## src/rtl/instruction_queue.sv

```systemverilog
// Instruction FIFO: packs {opcode, operands} into one word and buffers DEPTH words behind a post-reset warm-up.
// Optional macro IQ_BYPASS_EN adds a same-cycle pass-through from input to output when the queue is empty.
module instruction_queue #(
  parameter  int OPCODE_W      = 8,
  parameter  int OPERAND_W     = 8,
  parameter  int NUM_OPERANDS  = 2,
  parameter  int DEPTH         = 4,
  parameter  int STARTUP_DELAY = 2,
  localparam int INST_W        = OPCODE_W + NUM_OPERANDS*OPERAND_W,
  localparam int CNT_W         = $clog2(DEPTH) + 1
) (
  input  logic                           clk,
  input  logic                           rst,
  input  logic                           flush,
  input  logic                           in_valid,
  output logic                           in_ready,
  input  logic [OPCODE_W-1:0]            in_opcode,
  input  logic [NUM_OPERANDS*OPERAND_W-1:0] in_operands,
  output logic                           out_valid,
  input  logic                           out_ready,
  output logic [INST_W-1:0]              out_inst,
  output logic [CNT_W-1:0]               count
);

  localparam int PTR_W = $clog2(DEPTH);
  localparam int WU_W  = (STARTUP_DELAY > 1) ? $clog2(STARTUP_DELAY) : 1;
  localparam logic [WU_W-1:0] WU_LAST = WU_W'((STARTUP_DELAY > 0) ? STARTUP_DELAY - 1 : 0);

  typedef enum logic {WARMUP, RUN} state_t;

  // A zero-length warm-up means the queue comes out of reset already running.
  localparam state_t RESET_STATE = (STARTUP_DELAY == 0) ? RUN : WARMUP;

  state_t            r_state, w_nextState;
  logic [WU_W-1:0]   r_warmCnt, w_nextWarmCnt;
  logic [INST_W-1:0] r_mem [DEPTH];
  logic [PTR_W-1:0]  r_rdPtr, r_wrPtr;
  logic [CNT_W-1:0]  r_count;
  logic [INST_W-1:0] r_lastInst;
  logic [INST_W-1:0] w_inWord;
  logic              w_empty, w_inReady, w_bypass, w_push, w_pop;

  always_ff @(posedge clk or posedge rst) begin
    if (rst) begin
      r_state   <= RESET_STATE;
      r_warmCnt <= '0;
    end else begin
      r_state   <= w_nextState;
      r_warmCnt <= w_nextWarmCnt;
    end
  end

  always_comb begin
    w_nextState   = r_state;
    w_nextWarmCnt = r_warmCnt;
    if (r_state == WARMUP) begin
      w_nextWarmCnt = r_warmCnt + WU_W'(1);
      if (r_warmCnt == WU_LAST) w_nextState = RUN;
    end
  end

  assign w_inWord  = {in_opcode, in_operands};
  assign w_empty   = (r_count == '0);
  assign w_inReady = (r_state == RUN) && (r_count < CNT_W'(DEPTH));

`ifdef IQ_BYPASS_EN
  assign w_bypass = w_empty && (r_state == RUN) && !flush && in_valid;
`else
  assign w_bypass = 1'b0;
`endif

  // A bypassed word taken by the consumer in the same cycle is never stored.
  assign w_push = in_valid && w_inReady && !(w_bypass && out_ready);
  assign w_pop  = !w_empty && out_ready;

  assign in_ready  = w_inReady;
  assign out_valid = !w_empty || w_bypass;
  assign out_inst  = w_bypass ? w_inWord : (w_empty ? r_lastInst : r_mem[r_rdPtr]);
  assign count     = r_count;

  // Flush wins over any push or pop in the same cycle; storage contents are left alone.
  always_ff @(posedge clk or posedge rst) begin
    if (rst) begin
      r_rdPtr    <= '0;
      r_wrPtr    <= '0;
      r_count    <= '0;
      r_lastInst <= '0;
    end else if (flush) begin
      r_rdPtr <= '0;
      r_wrPtr <= '0;
      r_count <= '0;
    end else begin
      if (w_push) r_wrPtr <= r_wrPtr + PTR_W'(1);
      if (w_pop) begin
        r_rdPtr    <= r_rdPtr + PTR_W'(1);
        r_lastInst <= r_mem[r_rdPtr];
      end else if (w_bypass && out_ready) begin
        r_lastInst <= w_inWord;
      end
      case ({w_push, w_pop})
        2'b10:   r_count <= r_count + CNT_W'(1);
        2'b01:   r_count <= r_count - CNT_W'(1);
        default: r_count <= r_count;
      endcase
    end
  end

  always_ff @(posedge clk) begin
    if (w_push && !flush) r_mem[r_wrPtr] <= w_inWord;
  end

endmodule

```

## config.mk

```make
export PLATFORM = sky130hd
export DESIGN_NAME = instruction_queue
export DESIGN_NICKNAME = d
export VERILOG_FILES = /design/src/rtl/instruction_queue.sv
export SDC_FILE = /design/constraint.sdc
export NUM_CORES = 1
export LEC_CHECK = 0
export ABC_AREA = 1
export CAP_MARGIN = 5
export CELL_PAD_IN_SITES_DETAIL_PLACEMENT = 1
export CELL_PAD_IN_SITES_GLOBAL_PLACEMENT = 1
export CORE_ASPECT_RATIO = 1.75
export CORE_MARGIN = 3
export CORE_UTILIZATION = 40
export CTS_BUF_LIST = sky130_fd_sc_hd__clkbuf_2 sky130_fd_sc_hd__clkbuf_4 sky130_fd_sc_hd__clkbuf_8
export DETAILED_ROUTE_END_ITERATION = 7
export PLACE_DENSITY = 0.82
export RECOVER_POWER = 100
export SLEW_MARGIN = 20
export SYNTH_ARGS = -nofsm -noshare
export SYNTH_HDL_FRONTEND = slang
export SYNTH_SLANG_ARGS = --single-unit
```

## constraint.sdc

```tcl
create_clock -name clk -period 2.63 [get_ports clk]
set_clock_uncertainty 0.05 [all_clocks]
set_input_delay 0.6575 -clock clk [delete_from_list [all_inputs] [get_ports clk]]
set_output_delay 0.6575 -clock clk [all_outputs]
set_load 0.02 [all_outputs]
```

### I/O nets highlighted, run 1

(3 px per um)
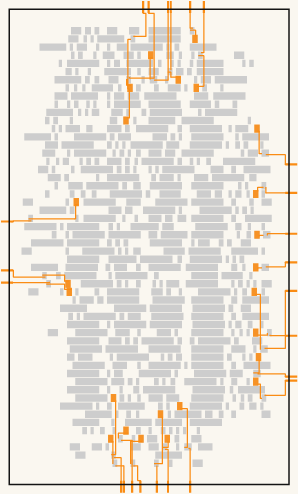
- out_inst: orange (bits 24; direction output; end cells 24; buffers 24; wire 553 um)
# IOs: 58
IO Port Bufs: 57

### The clock network, run 1

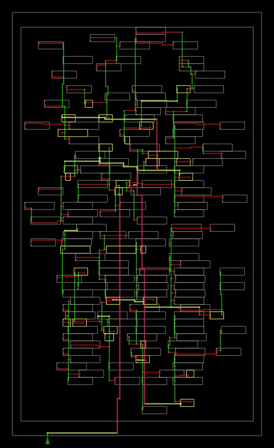
flop count: 129
TritonCTS buffer count: 17
clock sink total: 129
CLK BUF: 20
clk ins delay skew pair: 440 ps

### Local utilization, run 1

(2 px per um) 9 x 16 tiles, from dark purple (low) to yellow (high), 0 to 100% covered.
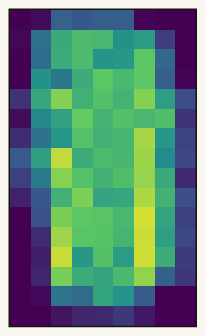
- nearly empty tiles: 15%
- fullest tile: 94%
- tiles over 75% full: 13%

==> impl_metrics.yaml, run 1 <==
# generated from flow reports
status:
  status: "complete, no violations"
layout:
  register_area_um2: 3711
  num-nets-final: 570
  area_growth_pct: 25.46
  lay_top_cells: "edfxtp_1, o21ai_0, nand2_1"
  fill_cells: 1402
  insertedDiodeCount: 0
  layout.area.comb_um2: 1365
logic_synthesis:
  syn-cell-area_um2: 5273
  ys_area_um2: 5273
  synthSimpleGateAreaFrac_pct: 10.04
  yosys_warnings: 0
  synth-compound-area-share_pct: 12.72
  fa_ha_area_share_pct: 1.329
  ys.flops: 129
  common_cells: "edfxtp_1, o21ai_0, nand2_1"
  async_reset_ff_share_pct: 25.58
  synth-edff-count: 96
  mux_share_pct: 0
  yosysTopAreaCellShare_pct: 54.67
  ff_type: "edfxtp_1"
  ys_sh_xor_pct: 0
route:
  ant_nets: 0
  vias: 3751
  wl_met3_um: 385
  top_layer: "met4"
  drc: 0
  via_per_inst: 5.239
  wl_met1_mm: 4.885
global_routing:
  grt_pass1_wl_mm: 21.23
  grtUsageTotal_pct: 19.56
  antenna_found_initial: 0
  grt_overflow: 0
  grt_start_max_net_pins: 34
final_timing:
  slew_headroom_pct: 26.46
  rsz0062_at_grt: "true"
  max_freq_ghz: 0.3928
  setup_violations: 0
  hold_violations: 0
  slew_violations: 0
  setup_tns_ps: 0
  post-route-period-util_pct: 96.80
worst_hold_path:
  min_to: "r_state$_DFF_PP0_"
  hold_depth: 1
worst_setup_path:
  rr_endpoint: "r_mem[3][23]$_DFFE_PP_"
  critPathKind: "register to output port"
  critPathMaxFanout: 15
  reg2reg_from: "count[2]$_DFFE_PP0P_"
  start_kind: "register"
place:
  dp_slack_ps: 16.00
  hpwl_mm: 8.959
job:
  warnings: 31
floorplanning:
  rows: 54
  initCoreUtil_pct: 41.51
pwr:
  powerDensity_nw_per_um2: 1146
  ir_drop_mv: 0.5859
  leakagePower_uw: 0.002563
clocking:
  htree_levels: 4
  root_buffer: "clkbuf_8"
  cts_tree: "yes"
[run 1: report_power, final]
part / internal, uW / switching, uW
Clock: 1070 / 762
Sequential: 2490 / 118
Combinational: 1110 / 2030
[run 1: final cells by class]
type,count,area share (%)
clock buffer,20,3.972
multi-input combinational,262,20.64
sequential,129,56.10
inverter,42,2.459
timing repair buffer,84,11.18
tap,168,3.178
clock inverter,11,2.478
[run 1: worst max-delay path: stages, from the launching register on]
cell	delay, ps
dfrtp_2	460
inv_6	110
clkbuf_16	170
o21ai_0	90
o22ai_1	210
nand2_1	90
o21ai_1	100
buf_4	160
[run 1: metrics by stage]
stage	instances	hold WS, ps	total power [uW]	utilization (%)	cell area [um^2]
3_3_place_gp	679	404.7	5787	48.59	6172
6_report	716	443.1	7583	52.08	6615
3_5_place_dp	679	421.0	5958	48.59	6172
5_1_grt	716	459.6	8053	52.08	6615
4_1_cts	711	446.8	7601	52.11	6619
2_1_floorplan	457	391.4	4485	-	5273
[run 1: registers in the layout, indices dropped and copies added (netlist names)]
name        count
r_state         1
r_wrPtr         2
r_mem          96
r_lastInst     24
r_rdPtr         2
count           3
r_warmCnt       1
[run 1: worst max-delay path by stage]
stage	to
final	out_inst[22]
after global routing	out_inst[2]
after CTS	out_inst[2]
after detailed placement	out_inst[6]
after global placement	out_inst[3]
after floorplan	r_mem[0][0]$_DFFE_PP_
[run 1: routing by layer]
metal / vias to the layer above / GRT usage (%)
met2: 80 / 37.37
met3: 24 / 4.803
met5: - / 0
li1: 1741 / -
met4: 0 / 9.644
met1: 1906 / 19.27
[run 1: timing repair]
action,4_1_cts,5_1_grt
hold buffers,0,0
pin swaps,5,10
cloned,0,2
endpoints found under the setup margin,25,24
buffers inserted,1,3
gates resized,109,39
### Logic cells by family, run 1

(4 px per um)
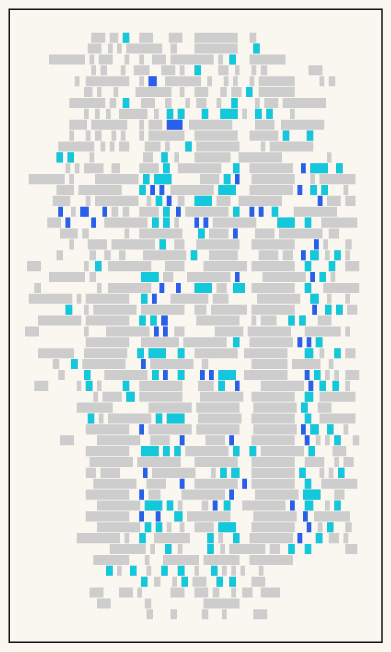

==> run 1 -> run 2 <==
--- a/config.mk
+++ b/config.mk
@@ -10,7 +10,7 @@
 export CELL_PAD_IN_SITES_DETAIL_PLACEMENT = 1
 export CELL_PAD_IN_SITES_GLOBAL_PLACEMENT = 1
 export CORE_ASPECT_RATIO = 1.75
-export CORE_MARGIN = 3
+export CORE_MARGIN = 5
 export CORE_UTILIZATION = 40
 export CTS_BUF_LIST = sky130_fd_sc_hd__clkbuf_2 sky130_fd_sc_hd__clkbuf_4 sky130_fd_sc_hd__clkbuf_8
 export DETAILED_ROUTE_END_ITERATION = 7
### Logic cells by family, run 2

(4 px per um)
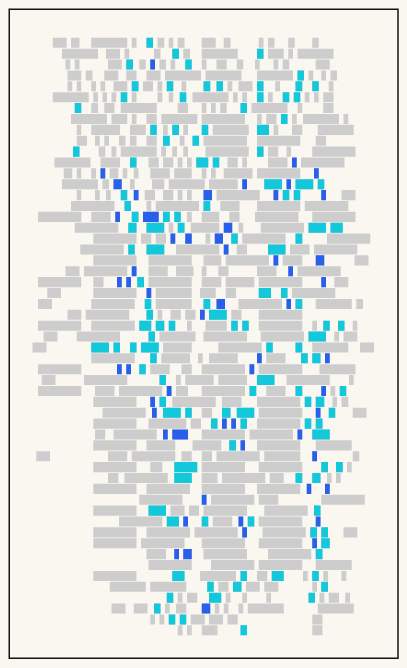
- nor cells: blue (cells 57)
- aoi and oai cells: cyan (cells 128)
post-route insts no fill: 742
most frequent logic cell in the layout: edfxtp_1
Comb area share: 20.64%

==> impl_metrics.yaml, run 2 <==
# generated from flow reports
route:
  wl_met1_mm: 5.564
  vias: 3877
  top_layer: "met4"
  dr.pass1.iters: 4
  wl_per_cell_um: 20.77
  routed_wl_mm: 15.41
  drc: 0
  wl_met3_um: 492
  ant_nets: 0
  via_per_inst: 5.225
worst_setup_path:
  path_cells: "clkinv_4, buf_12, o21ai_1, o22ai_2, nand2_1, o21ai_1, clkdlybuf4s15_2"
  critPathMaxFanout: 12
  worst_path_most_repeated_cell: "o21ai_1"
  worstPathArrival_ps: 1920
  rr_endpoint: "r_mem[3][15]$_DFFE_PP_"
  startpoint: "r_rdPtr[0]$_DFFE_PP0P_"
  r2r_cells: 7
  slowest_delay_ps: 480
  r2r_slack_ps: 390
  reg2reg_from: "count[2]$_DFFE_PP0P_"
  start_kind: "register"
  crit_path_top_delay_cell: "dfrtp_2"
  crit_required_ps: 1920
  critPathKind: "register to output port"
layout:
  final_area_um2: 6953
  largest_register_ffs: 96
  fill_cells: 1392
  layout.area.comb_um2: 1435
  area_growth_pct: 31.87
  lay_top_cells: "edfxtp_1, nand2_1, o21ai_1"
  register_area_um2: 3710
  final_util_pct: 53.74
  num-nets-final: 592
  insertedDiodeCount: 0
  regMostFlops: "r_mem"
place:
  place_inst: 693
  portBuffers: 57
  hpwl_mm: 10.04
  dp_slack_ps: -125.1
  dpl_cell_area_um2: 6284
final_timing:
  tightest_slew_ps: 978.7
  whs_ps: 447.4
  max_freq_ghz: 0.3810
  rsz0062_at_grt: "true"
  slew_headroom_pct: 34.75
  setup_violations: 0
  hold_violations: 0
  post-route-period-util_pct: 99.80
  setup_tns_ps: 0
  fin_crit_ps: 2625
  slew_violations: 0
logic_synthesis:
  yosysTopAreaCellShare_pct: 54.67
  synth-edff-count: 96
  floorplan.nets: 491
  ys.flops: 129
  async_reset_ff_share_pct: 25.58
  common_cells: "edfxtp_1, o21ai_0, nand2_1"
  ff_type: "edfxtp_1"
  syn-cell-area_um2: 5273
  synth.avg_cell_area_um2: 11.54
  top_area_cell: "edfxtp_1"
  yosys_warnings: 0
  ys_area_um2: 5273
global_routing:
  gr-usage-met3_pct: 4.254
  busiest_layer: "met2"
  grt_util_met2_pct: 36.89
  grt_pass1_vias: 4335
  grt_util_met1_pct: 19.37
  grt_start_max_net_pins: 34
  antenna_found_initial: 0
  grt_pass1_wl_mm: 23.17
  grt_overflow: 0
  grtUsageTotal_pct: 19.32
pwr:
  powerDensity_nw_per_um2: 1139
  leakagePower_uw: 0.002701
  fin_total_pwr_uw: 7923
  ir_drop_mv: 0.4262
floorplanning:
  die-area_um2: 15670
  die_w_um: 96.79
  initCoreUtil_pct: 40.75
  die_h_um: 161.9
  rows: 55
  ioPinCount: 58
  core_area_um2: 12940
status:
  status: "complete, no violations"
clocking:
  htree_levels: 4
  clock-sinks: 129
  numCtsBuffers: 17
  cts_tree: "yes"
  clk_path_buf_depth: 2
  clk_latency_ps: 440
  root_buffer: "clkbuf_8"
job:
  warnings: 31
worst_hold_path:
  min_to: "r_warmCnt$_DFFE_PP0N_"
  hold_depth: 2
### The clock network, run 2

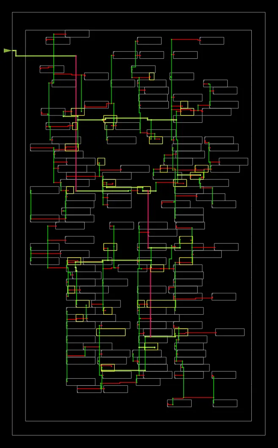
clock group total power: 1680 uW
CLK BUF: 23

run 2: netlist changes by cell type in the layout (fill, tap and decap cells not counted), moves of 7 or more:
| cell | previous run | this run |
|---|---|---|
| o21ai_0 | 73 | 41 |
| o21ai_2 | 1 | 9 |
| dlygate4sd3_1 | 32 | 25 |
| buf_12 | 4 | 11 |
| buf_4 | 16 | 38 |
| clkdlybuf4s50_1 | 0 | 8 |
| nor2_1 | 53 | 46 |
| o21ai_1 | 27 | 50 |
run 2: layout make-up:
cell class,count,share of cell area (%)
well taps,171,3.077
multi-input cells,262,20.64
inverters,42,2.339
clock inverters,9,1.584
clock buffers,23,4.193
repair buffers,106,14.81
flip-flops and latches,129,53.36
run 2: worst max-delay path, delay by kind of cell (launching register included):
family,cells,cell delay [ps]
compound gates,3,360
buf+inv,3,570
simple gates,1,80
flops,1,480
run 2: cells by family after synthesis:
group	after synthesis	share of synthesized area, %
AOI/OAI and AO/OA	128	12.72
and+or+nand+nor	129	10.04
buffers and inverters	66	5.576
adders and majority gates	5	1.329
DFF	129	70.34
run 2: timing repair:
item,4_1_cts,5_1_grt
setup endpoints to repair,24,24
pin swaps,5,11
resized,119,72
setup buffers,6,9
gates cloned,0,2
hold buffers,0,0
run 2: report_power, final:
| part | switching, uW | leakage (uW) | internal [uW] |
|---|---|---|---|
| clock | 748 | 0.000200 | 933 |
| combinational | 2240 | 0.00122 | 1390 |
| sequential | 119 | 0.00128 | 2490 |
| total | 3110 | 0.00270 | 4820 |
run 2: worst max-delay path by stage:
stage	end	slack [ps]
after floorplan	r_mem[0][0]$_DFFE_PP_	140
after global placement	out_inst[13]	-3
after detailed placement	out_inst[5]	-130
after CTS	out_inst[12]	-90
after global routing	out_inst[6]	-120
final	out_inst[3]	5
Power is estimated from default activity; no workload was simulated.
